**config.mk**
```make
export PLATFORM = sky130hd
export DESIGN_NAME = dmem_port_arbiter
export DESIGN_NICKNAME = d
export VERILOG_FILES = /design/src/rtl/dmem_port_arbiter.sv
export SDC_FILE = /design/constraint.sdc
export NUM_CORES = 1
export LEC_CHECK = 0
export ABC_AREA = 1
export CORE_ASPECT_RATIO = 2
export CORE_UTILIZATION = 35
export DETAILED_ROUTE_END_ITERATION = 7
export GPL_TIMING_DRIVEN = 0
export PLACE_DENSITY = 0.89
export SLEW_MARGIN = 20
export SYNTH_ARGS = -nofsm -noshare
export SYNTH_HDL_FRONTEND = slang
export SYNTH_SLANG_ARGS = --single-unit
```
**constraint.sdc**
```tcl
create_clock -name clk -period 6.3 [get_ports clk]
set_input_delay 1.575 -clock clk [delete_from_list [all_inputs] [get_ports clk]]
set_output_delay 1.575 -clock clk [all_outputs]
set_load 0.05 [all_outputs]
```
**src/rtl/dmem_port_arbiter.sv**
```systemverilog
// Arbitrates the single-port data memory between instruction fetch and load/store.
// Define DMEM_ARB_RR_EN for round-robin arbitration; otherwise LS has priority with an IF starvation override.
module dmem_port_arbiter #(
  parameter int unsigned READ_LAT     = 1,
  parameter int unsigned STARVE_LIMIT = 4
) (
  input  logic        clk,
  input  logic        rst,
  input  logic        if_req,
  input  logic [31:0] if_addr,
  output logic        if_gnt,
  output logic        if_rvalid,
  output logic [31:0] if_rdata,
  input  logic        ls_req,
  input  logic        ls_we,
  input  logic [31:0] ls_addr,
  input  logic [31:0] ls_wdata,
  input  logic [3:0]  ls_mask,
  output logic        ls_gnt,
  output logic        ls_rvalid,
  output logic [31:0] ls_rdata,
  output logic        mem_re,
  output logic        mem_we,
  output logic [31:0] mem_addr,
  output logic [31:0] mem_wdata,
  output logic [3:0]  mem_mask,
  input  logic [31:0] mem_rdata,
  output logic        busy
);

  typedef enum logic {S_IDLE, S_WAIT} state_t;
  typedef enum logic {OWN_IF, OWN_LS} owner_t;

  localparam logic [3:0] LAT_INIT = 4'(READ_LAT);

  state_t      state_q, state_d;
  owner_t      owner_q, owner_d;
  logic [3:0]  lat_cnt_q, lat_cnt_d;
  logic [31:0] if_rdata_q, if_rdata_d;
  logic [31:0] ls_rdata_q, ls_rdata_d;
  logic        if_win, ls_win, rd_done;

`ifdef DMEM_ARB_RR_EN
  owner_t last_q, last_d;
`else
  localparam logic [3:0] STARVE_MAX = 4'(STARVE_LIMIT);
  logic [3:0] starve_q, starve_d;
`endif

  // Grants are gated by rst so every output drops the moment reset asserts.
  always_comb begin
    if_win = 1'b0;
    ls_win = 1'b0;
    if (!rst && state_q == S_IDLE) begin
      if (if_req && ls_req) begin
`ifdef DMEM_ARB_RR_EN
        if_win = (last_q == OWN_LS);
`else
        if_win = (starve_q == STARVE_MAX);
`endif
        ls_win = !if_win;
      end else begin
        if_win = if_req;
        ls_win = ls_req;
      end
    end
  end

  always_comb begin
    if_gnt    = if_win;
    ls_gnt    = ls_win;
    mem_re    = if_win || (ls_win && !ls_we);
    mem_we    = ls_win && ls_we;
    mem_addr  = if_win ? if_addr : (ls_win ? ls_addr : 32'h0);
    mem_wdata = mem_we ? ls_wdata : 32'h0;
    mem_mask  = mem_we ? ls_mask : (mem_re ? 4'hF : 4'h0);
    rd_done   = (state_q == S_WAIT) && (lat_cnt_q == 4'd1);
    if_rvalid = rd_done && (owner_q == OWN_IF);
    ls_rvalid = rd_done && (owner_q == OWN_LS);
    if_rdata  = if_rvalid ? mem_rdata : if_rdata_q;
    ls_rdata  = ls_rvalid ? mem_rdata : ls_rdata_q;
    busy      = (state_q == S_WAIT);
  end

  always_comb begin
    state_d    = state_q;
    owner_d    = owner_q;
    lat_cnt_d  = lat_cnt_q;
    if_rdata_d = if_rdata_q;
    ls_rdata_d = ls_rdata_q;
    case (state_q)
      S_IDLE: begin
        if (mem_re) begin
          state_d   = S_WAIT;
          lat_cnt_d = LAT_INIT;
          owner_d   = if_win ? OWN_IF : OWN_LS;
        end
      end
      S_WAIT: begin
        lat_cnt_d = lat_cnt_q - 4'd1;
        if (rd_done) state_d = S_IDLE;
      end
      default: state_d = S_IDLE;
    endcase
    if (if_rvalid) if_rdata_d = mem_rdata;
    if (ls_rvalid) ls_rdata_d = mem_rdata;
  end

`ifdef DMEM_ARB_RR_EN
  always_comb begin
    last_d = last_q;
    if (if_win)      last_d = OWN_IF;
    else if (ls_win) last_d = OWN_LS;
  end
`else
  // A lost contention only counts while IF keeps asking; saturates at the limit.
  always_comb begin
    starve_d = starve_q;
    if (!if_req || if_win)                   starve_d = 4'd0;
    else if (ls_win && starve_q != STARVE_MAX) starve_d = starve_q + 4'd1;
  end
`endif

  always_ff @(posedge clk or posedge rst) begin
    if (rst) begin
      state_q    <= S_IDLE;
      owner_q    <= OWN_IF;
      lat_cnt_q  <= 4'd0;
      if_rdata_q <= 32'h0;
      ls_rdata_q <= 32'h0;
`ifdef DMEM_ARB_RR_EN
      last_q     <= OWN_IF;
`else
      starve_q   <= 4'd0;
`endif
    end else begin
      state_q    <= state_d;
      owner_q    <= owner_d;
      lat_cnt_q  <= lat_cnt_d;
      if_rdata_q <= if_rdata_d;
      ls_rdata_q <= ls_rdata_d;
`ifdef DMEM_ARB_RR_EN
      last_q     <= last_d;
`else
      starve_q   <= starve_d;
`endif
    end
  end

  a_if_gnt_req: assert property (@(posedge clk) disable iff (rst) if_gnt |-> if_req);
  a_ls_gnt_req: assert property (@(posedge clk) disable iff (rst) ls_gnt |-> ls_req);
  a_one_gnt:    assert property (@(posedge clk) disable iff (rst) !(if_gnt && ls_gnt));

endmodule

```
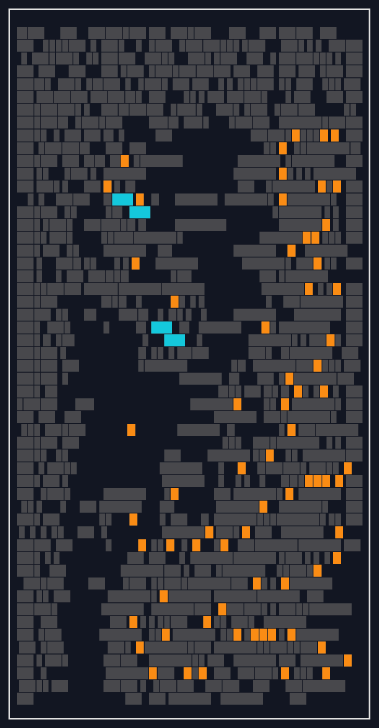
Figure 1: run 1, gate families picked out.
Cyan stands for fa/ha/maj cells, cells 4. Orange stands for aoi and oai cells, cells 70.
Comb/total area: 0.2326
fin cells: 957
Top cell excl fill/tap: clkdlybuf4s50_1

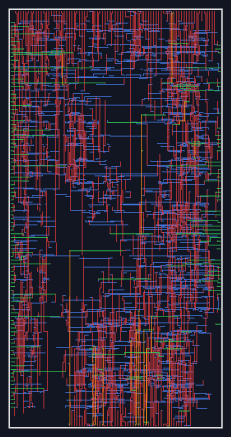
Figure 2: run 1, signal wires by layer.
Red stands for metal 2, wire length 7490 µm. Green stands for metal 3, wire length 893 µm. Blue stands for metal 1, wire length 4820 µm. Orange stands for metal 4, wire length 437 µm.

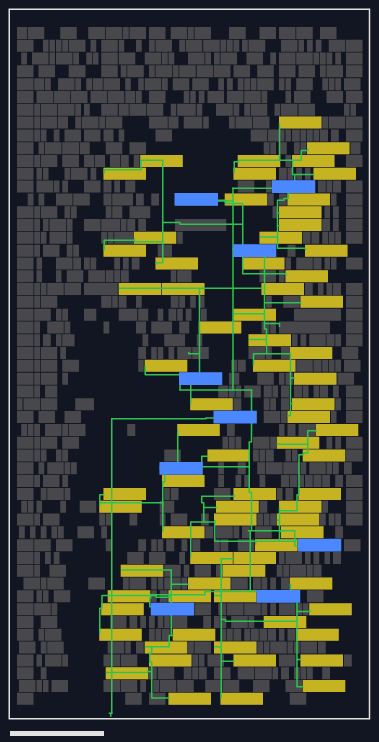
Figure 3: run 1, clock wires, drivers and flops.
The bar under the picture is 20 µm long.
Yellow stands for flip-flops, count 74. Blue stands for clock drivers, count 9. Green stands for clock wires, length 907 µm.
There are 10 routed clock nets.
clk latency late pin: 0.33 ns
Power Clock: 0.000532 W
clock share of power: 0.141

==> Slide: Implementation Results, run 1 <==
Key Metrics from the Run

Run status
  • Status: complete, no violations

Global routing
  • First-pass GRT wire length: 21090 µm
  • Tot GR Track Use: 0.2375

Worst setup path
  • Critical Path AT: 4.28 ns
  • Endpoint type of the worst setup path: primary output

Job
  • Tool warnings: 28

Power
  • Power Dens Cells: roughly 530 nW/µm²
  • Sw Pwr: 0.001968 W
  • Comb power frac: 0.651
  • Max VDD drop: between 300 and 400 µV
  • Static Leak: approximately 3.3 nW

Floorplanning
  • I/O pin count: approximately 280
  • Core area: between 10000 and 15000 µm²
  • Row count: 53

Layout
  • Area growth syn-to-layout: 84.71%
  • Final instance area: 7118 µm²

Clocking
  • Root Driver: clkbuf_16
  • CTS tree: built
  • Postcts setup bufs: 0

Logic synthesis
  • Synth warn: 0
  • Post-synth EDFFs: 0
  • Yosys top cell by instances: nand2_1
  • FFs w/ async S/R, synth: 1.000
  • XOR Share, Synth: 0.004545
  • Post-synth seq share: 0.4805
  • Top cells by count: nand2_1, dfrtp_1, o21ai_0, inv_1, nor2_1

Detailed routing
  • Via count: 4501
  • Drt wl/cell: 14.25 µm
  • WL final: 13630 µm

Timing
  • Final setup violating endpoints: 0
  • Max-slew headroom: 0.6210
  • Final slew viol count: 0
  • Final Hold Violation Tally: 0
  • Clock skew: 0.008265 ns
  • Fmax achieved: ~170 MHz

Placement
  • DP Wirelength: approximately 11000 µm
==> run 1: metal layers <==
metal  part of all wire  track usage  vias to the layer above
li1                   -            -                     2197
met1               0.35       0.2317                     2040
met2               0.55       0.4595                      230
met3              0.065      0.05818                       34
met4              0.032       0.1173                        0
met5                  0            0                        -
==> run 1: per-stage QoR <==
step,hold WS (ns),instances,worst slack [ns]
after floorplan,0.4769,529,0.01693
after global placement,0.4568,941,-1.319
after global routing,0.5020,957,0.2408
after CTS,0.4771,957,0.4046
final,0.4767,957,0.4497
after detailed placement,0.4655,942,0.4035
==> run 1: registers in the layout, summed over array words and instances, names as in the netlist <==
name,cells
lat_cnt_q,4
starve_q,4
busy,1
if_rdata_q,32
owner_q,1
ls_rdata_q,32
==> run 1: final cells by class <==
| class | count | area, µm² | share of cell area |
|---|---|---|---|
| clock inverters | 4 | 77.57 | 0.01090 |
| flip-flops and latches | 74 | 1852 | 0.2602 |
| inverters | 49 | 188.9 | 0.02654 |
| well taps | 137 | 171.4 | 0.02408 |
| clock buffers | 11 | 232.7 | 0.03269 |
| multi-input cells | 378 | 1655 | 0.2326 |
| plain buffers | 28 | 160.2 | 0.02250 |
| repair buffers | 276 | 2780 | 0.3906 |
==> run 1: critical path, stage by stage <==
cell and delay (ns):
clkdlybuf4s50_1 0.44, inv_4 0.23, buf_16 0.31, nand2_4 0.12, nor2_4 0.12, nand2_2 0.13
inv_2 0.16, buf_4 0.20, nand2_1 0.06, nand2_1 0.08, clkdlybuf4s50_1 0.81
==> run 1: power groups by stage <==
stage	clock network, W	logic (W)	registers, W
final	0.000532	0.00245	0.000779
after detailed placement	0	0.00244	0.000785
after floorplan	0	0.00158	0.000775
after CTS	0.000545	0.00246	0.000780
after global placement	0	0.00241	0.000772
after global routing	0.000565	0.00258	0.000798
==> run 1: cells by family (layout without fill, tap and decap cells) <==
kind of cell             count (synthesis)  after routing
AND/OR/NAND/NOR                        302            302
buffers and inverters                   77            368
flip-flops                              74             74
AND-OR/OR-AND                           70             70
adder cells (fa/ha/maj)                  4              4
XOR/XNOR                                 2              2
==> run 1: path summary, 6_finish.rpt <==
check,from,end,slack (ns),cells past startpoint
worst max-delay path,rst,mem_addr[6],0.45,11
worst min-delay path,if_rdata_q[0],if_rdata_q[0],0.48,2
worst max register to register,lat_cnt_q[1],ls_rdata_q[25],4.64,7
worst min register to register,if_rdata_q[0],if_rdata_q[0],0.48,2
max in group asynchronous,rst,if_rdata_q[28],4.19,3
min in group asynchronous,rst,starve_q[1],1.54,2
==> run 1: layout by cell type (no fill, tap or decap) <==
master,Yosys,layout
clkdlybuf4s50_1,0,275
nand2_1,245,245
dfrtp_1,74,74
o21ai_0,50,50
inv_1,44,43
nor2_1,24,24
o21ai_1,17,17
nor2_2,12,12
buf_2,11,11
clkbuf_1,9,11
clkbuf_16,0,9
nand3_1,7,7
nand4_1,4,4
inv_2,4,4
buf_6,4,4
ha_1,4,4
a21oi_1,3,3
buf_4,3,3
inv_4,1,2
nor2_4,2,2
nand2_2,2,2
xor2_1,2,2
nor3_1,2,2
clkinv_4,0,2
bufinv_16,0,2
nand2_4,1,1
or2_2,1,1
nand3_2,1,1
buf_1,1,1
nor2_8,1,1
buf_16,0,1
## Run 2: what changed since run 1
==> constraint.sdc (replaced) <==
create_clock -name clk -period 6.7 [get_ports clk]
set_input_delay 1.675 -clock clk [delete_from_list [all_inputs] [get_ports clk]]
set_output_delay 1.675 -clock clk [all_outputs]
set_load 0.05 [all_outputs]
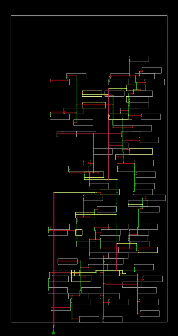
Figure 4: run 2, clock wiring as the flow saved it.
clock sinks: 74
clock buffers: 11
Inserted Clock Buffers: 9
Power Clock: 0.000500 W

==> Slide: Implementation Results, run 2 <==
Key Metrics from the Run

Worst setup path
  • Critical R2R Launch: lat_cnt_q[1]
  • Endpoint type of the worst setup path: primary output
  • CP max stage cell: clkdlybuf4s50_1
  • Critical-path maximum fanout: between 50 and 60
  • Reg-to-reg endpoint: ls_rdata_q[25]
  • Crit-path cells: clkdlybuf4s50_1 > inv_4 > buf_16 > nand2_4 > nor2_4 > nand2_2 > inv_2 > buf_4 > nand2_1 > nand2_1 > clkdlybuf4s50_1
  • CP peak stage delay: about 0.81 ns
  • FF-to-FF setup slack: ~5.0 ns
  • Worst Reg-to-Reg Cells: 7

Power
  • Static Leak: 3.321 nW
  • Power Dens Cells: 496.8 nW/µm²
  • Comb power frac: 0.651
  • Max VDD drop: 329.4 µV

Timing
  • Fin crit share: 0.9030
  • Max-slew headroom: 0.6210
  • Final setup violating endpoints: 0
  • Final Hold Violation Tally: 0
  • Clock skew: between 0.008 and 0.009 ns
  • Fmax achieved: ~170 MHz
  • Final slew viol count: 0

Detailed routing
  • Via count: between 4000 and 5000
  • Drt wl/cell: ~14 µm
  • WL final: 13630 µm

Placement
  • DP Wirelength: 10540 µm
  • Placed cell count: 942
  • Dpl ws: between 0.6 and 0.7 ns

Hold path
  • HP Start: if_rdata_q[0]
  • Hold EP: if_rdata_q[0]

Logic synthesis
  • Synth warn: 0
  • Mapped Cells: between 500 and 600
  • Yosys top cell by instances: nand2_1
  • Post-synth seq share: 0.4805
  • FFs w/ async S/R, synth: 1.000
  • YS chip area: about 3900 µm²
  • Post-synth EDFFs: 0

Layout
  • Biggest regs: if_rdata_q x32, ls_rdata_q x32
  • Logic area: about 1700 µm²
  • Sequential Area: approximately 1900 µm²
  • Most frequent cells in the layout: clkdlybuf4s50_1, nand2_1, dfrtp_1, o21ai_0, inv_1
  • Final instance area: about 7100 µm²
  • Area growth syn-to-layout: 84.71%
  • Fin cells: ~960
  • Top cell excl fill/tap: clkdlybuf4s50_1

Floorplanning
  • Row count: around 53
  • Core area: ~11000 µm²
  • I/O pin count: around 280

Clocking
  • Clk latency late pin: approximately 0.33 ns
  • Root Driver: clkbuf_16
  • Postcts setup bufs: 0
  • CTS tree: built

Run status
  • Status: complete, no violations

Global routing
  • First-pass GRT wire length: roughly 21000 µm

Job
  • Tool warnings: 28
[run 2: cell counts after synthesis]
Identical to the previous run, type by type.
[run 2: cells by family after synthesis]
group | synth area share
simple gates | 0.3211
buf+inv | 0.08993
flops | 0.4805
compound gates | 0.09091
fa+ha+maj | 0.01299
xor+xnor | 0.004546
[run 2: worst max-delay path, delay by kind of cell]
| family | cells | cell delay, ns |
|---|---|---|
| buf+inv | 6 | 2.15 |
| simple gates | 5 | 0.51 |
[run 2: power by group through the flow]
stage	Clock (W)	Combinational (W)	Sequential (W)
3_3_place_gp	0	0.00227	0.000726
3_5_place_dp	0	0.00229	0.000738
4_1_cts	0.000513	0.00231	0.000733
2_1_floorplan	0	0.00148	0.000729
6_report	0.000500	0.00230	0.000733
5_1_grt	0.000531	0.00243	0.000751
[run 2: metal layers]
layer / global-route usage / wire length, µm / vias to the layer above
li1: - / - / 2197
met1: 0.2317 / 4817 / 2040
met2: 0.4595 / 7486 / 230
met3: 0.05818 / 892 / 34
met4: 0.1173 / 437 / 0
met5: 0 / 0 / -
[run 2: worst max path at each step]
stage,startpoint,slack [ns],depth (start not counted),endpoint
after floorplan,rst,0.22,8,mem_wdata[11]
after global placement,rst,-1.12,10,mem_addr[12]
after detailed placement,rst,0.60,11,mem_addr[6]
after CTS,rst,0.60,11,mem_addr[6]
after global routing,rst,0.44,11,mem_addr[6]
final,rst,0.65,11,mem_addr[6]
[run 2: layout make-up]
class	count	area share
Tap cell	137	0.02408
Multi-Input combinational cell	378	0.2326
Buffer	28	0.02250
Inverter	49	0.02654
Sequential cell	74	0.2602
Clock inverter	4	0.01090
Timing Repair Buffer	276	0.3906
Clock buffer	11	0.03269
[run 2: through the flow]
step / hold slack, ns / util
after detailed placement: 0.4655 / 0.6416
after global routing: 0.5020 / 0.6709
after CTS: 0.4771 / 0.6709
after global placement: 0.4568 / 0.6388
final: 0.4767 / 0.6709
after floorplan: 0.4769 / -
Figure 5. Gate families picked out (run 2).
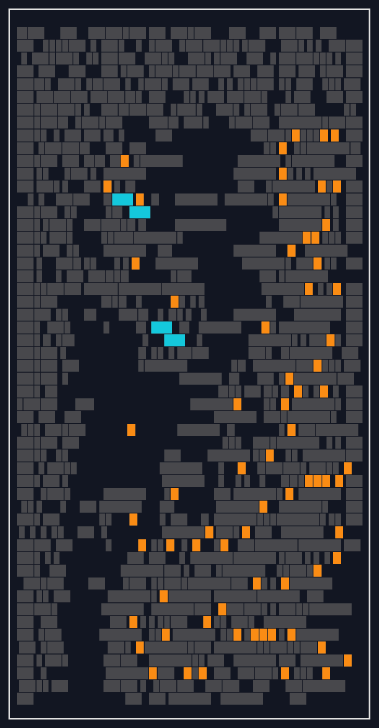

## Run 3: what changed since run 2
--- a/config.mk
+++ b/config.mk
@@ -8,10 +8,12 @@
 export ABC_AREA = 1
 export CORE_ASPECT_RATIO = 2
 export CORE_UTILIZATION = 35
+export CTS_CLUSTER_SIZE = 14
 export DETAILED_ROUTE_END_ITERATION = 7
 export GPL_TIMING_DRIVEN = 0
 export PLACE_DENSITY = 0.89
-export SLEW_MARGIN = 20
+export RECOVER_POWER = 25
+export SLEW_MARGIN = 10
 export SYNTH_ARGS = -nofsm -noshare
 export SYNTH_HDL_FRONTEND = slang
 export SYNTH_SLANG_ARGS = --single-unit
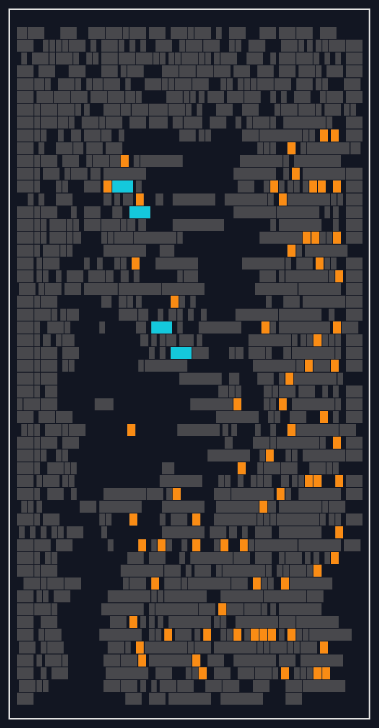
Figure 6: run 3, gate families picked out.
Orange stands for aoi and oai cells, cells 70. Cyan stands for fa/ha/maj cells, cells 4.

==> Slide: Implementation Results, run 3 <==
Key Metrics from the Run

Run status
  • Status: complete, no violations

Timing
  • Final Worst Setup Slack: a little under 0.6 ns
  • Final setup violating endpoints: 0
  • Fin crit share: 0.9131
  • Final Hold Violation Tally: 0
  • Max-slew headroom: 0.6200
  • RSZ-0062 raised after global routing: no
  • Fmax achieved: between 150 and 200 MHz
  • Clock skew: 0.005450 ns
  • Tmin final: just over 6 ns
  • Slew at the pin closest to its max-slew limit: roughly 0.57 ns
  • Final slew viol count: 0

Clocking
  • Root Driver: clkbuf_16
  • CTS tree: built
  • Clock sinks: 74
  • Inserted Clock Buffers: 9
  • Post-CTS Resized: 0
  • Postcts setup bufs: 0
  • Clk latency late pin: roughly 0.33 ns
  • Hold-fix buffers at CTS: 0

Global routing
  • First-pass GRT wire length: approximately 21000 µm
  • Gr ovfl total: 0
  • Tot GR Track Use: 0.2356

Hold path
  • Hold Path Stages: 2
  • Hold EP: ls_rdata_q[20]
  • HP Start: ls_rdata_q[20]

Layout
  • Biggest regs: if_rdata_q x32, ls_rdata_q x32
  • Top cell excl fill/tap: nand2_1
  • Final instance area: 7121 µm²
  • Area growth syn-to-layout: 84.77%
  • Layout cell share with drive strength beyond 1: 0.07065
  • Most frequent cells in the layout: nand2_1, clkdlybuf4s50_1, dfrtp_1, o21ai_0, inv_1

Worst setup path
  • CP startpoint: rst
  • WP data required: about 5.0 ns
  • Reg-to-reg endpoint: if_rdata_q[15]
  • FF-to-FF setup slack: 5.01 ns
  • Critical-path maximum fanout: 64
  • Worst Reg-to-Reg Cells: 7
  • Critical Path AT: between 4 and 5 ns
  • Critical R2R Launch: lat_cnt_q[1]
  • Endpoint type of the worst setup path: primary output

Logic synthesis
  • Post-synth seq share: 0.4805
  • Top area cell types: dfrtp_1, nand2_1, o21ai_0, inv_1, nor2_1
  • Synth warn: 0
  • Mapped Avg Cell Area: around 7.3 µm²
  • FFs w/ async S/R, synth: 1.000
  • YS chip area: 3854 µm²
  • Number of synthesized register bits: 74
  • Top-area cell share: 0.4805
  • Post-synth EDFFs: 0
  • Top cells by count: nand2_1, dfrtp_1, o21ai_0, inv_1, nor2_1
  • Mapped Cells: between 500 and 600
  • Yosys top cell by instances: nand2_1

Detailed routing
  • Post-route DRC: 0
  • WL final: 13500 µm
  • Routed Antenna Nets: 0
  • Via count: between 4000 and 5000
  • Drt wl/cell: 14.09 µm

Floorplanning
  • Row count: 53
  • Core area: 10610 µm²
  • I/O pin count: approximately 280
  • Init Core Util: 0.3632

Power
  • Max VDD drop: approximately 310 µV
  • Static Leak: between 3 and 4 nW
  • Power Dens Cells: about 500 nW/µm²

Job
  • Tool warnings: 28

Placement
  • DP Wirelength: 10560 µm
  • Dpl ws: between 0.6 and 0.7 ns
run 3: cell counts after synthesis:
No cell type changed its count.
run 3: worst max-delay path by stage:
stage | cells after the start | slack (ns) | end
finish | 11 | 0.58 | mem_addr[6]
floorplan | 8 | 0.22 | mem_wdata[11]
global placement | 10 | -1.12 | mem_addr[12]
detailed placement | 11 | 0.65 | mem_addr[6]
CTS | 11 | 0.65 | mem_addr[6]
global route | 11 | 0.37 | mem_addr[6]
run 3: logic make-up (layout without fill, tap and decap cells):
logic type	after synthesis	in the layout	share of synthesized area
AND/OR/NAND/NOR	302	302	0.3211
adder cells (fa/ha/maj)	4	4	0.01299
AND-OR/OR-AND	70	70	0.09091
buffers and inverters	77	369	0.08993
flip-flops	74	74	0.4805
XOR/XNOR	2	2	0.004546
run 3: report_power, final:
part	switching, W	internal [W]	total [W]
clock	0.000180	0.000327	0.000507
sequential	0.0000682	0.000664	0.000732
combinational	0.00161	0.000693	0.00230
total	0.00185	0.00168	0.00354
run 3: critical path, stage by stage:
cell and delay, ns:
dlygate4sd3_1 0.57, inv_4 0.17, buf_16 0.31, nand2_4 0.12, nor2_4 0.13, nand2_2 0.13
inv_2 0.16, buf_4 0.20, nand2_1 0.06, nand2_1 0.08, clkdlybuf4s50_1 0.81
run 3: metrics by stage:
stage / hold WS (ns) / instances / total power, W / util
floorplan: 0.4769 / 529 / 0.002213 / -
global placement: 0.4568 / 941 / 0.002994 / 0.6388
detailed placement: 0.4675 / 942 / 0.003033 / 0.6416
CTS: 0.4846 / 958 / 0.003551 / 0.6711
global route: 0.5022 / 958 / 0.003705 / 0.6711
finish: 0.4821 / 958 / 0.003537 / 0.6711
run 3: layer usage:
metal | up-vias | part of all wire | track usage
li1 | 2192 | - | -
met1 | 2035 | 0.36 | 0.2281
met2 | 213 | 0.55 | 0.4577
met3 | 35 | 0.061 | 0.05758
met4 | 0 | 0.037 | 0.1163
met5 | - | 0 | 0
run 3: layout make-up:
class	count	area, µm²
Fill cell	844	3490
Tap cell	137	171.4
Buffer	28	160.2
Clock inverter	4	76.32
Timing Repair Buffer	276	2780
Clock buffer	12	236.5
Sequential cell	74	1852
Inverter	49	188.9
Multi-Input combinational cell	378	1655
Power figures rest on the tool's default switching activity, not on a simulated workload.
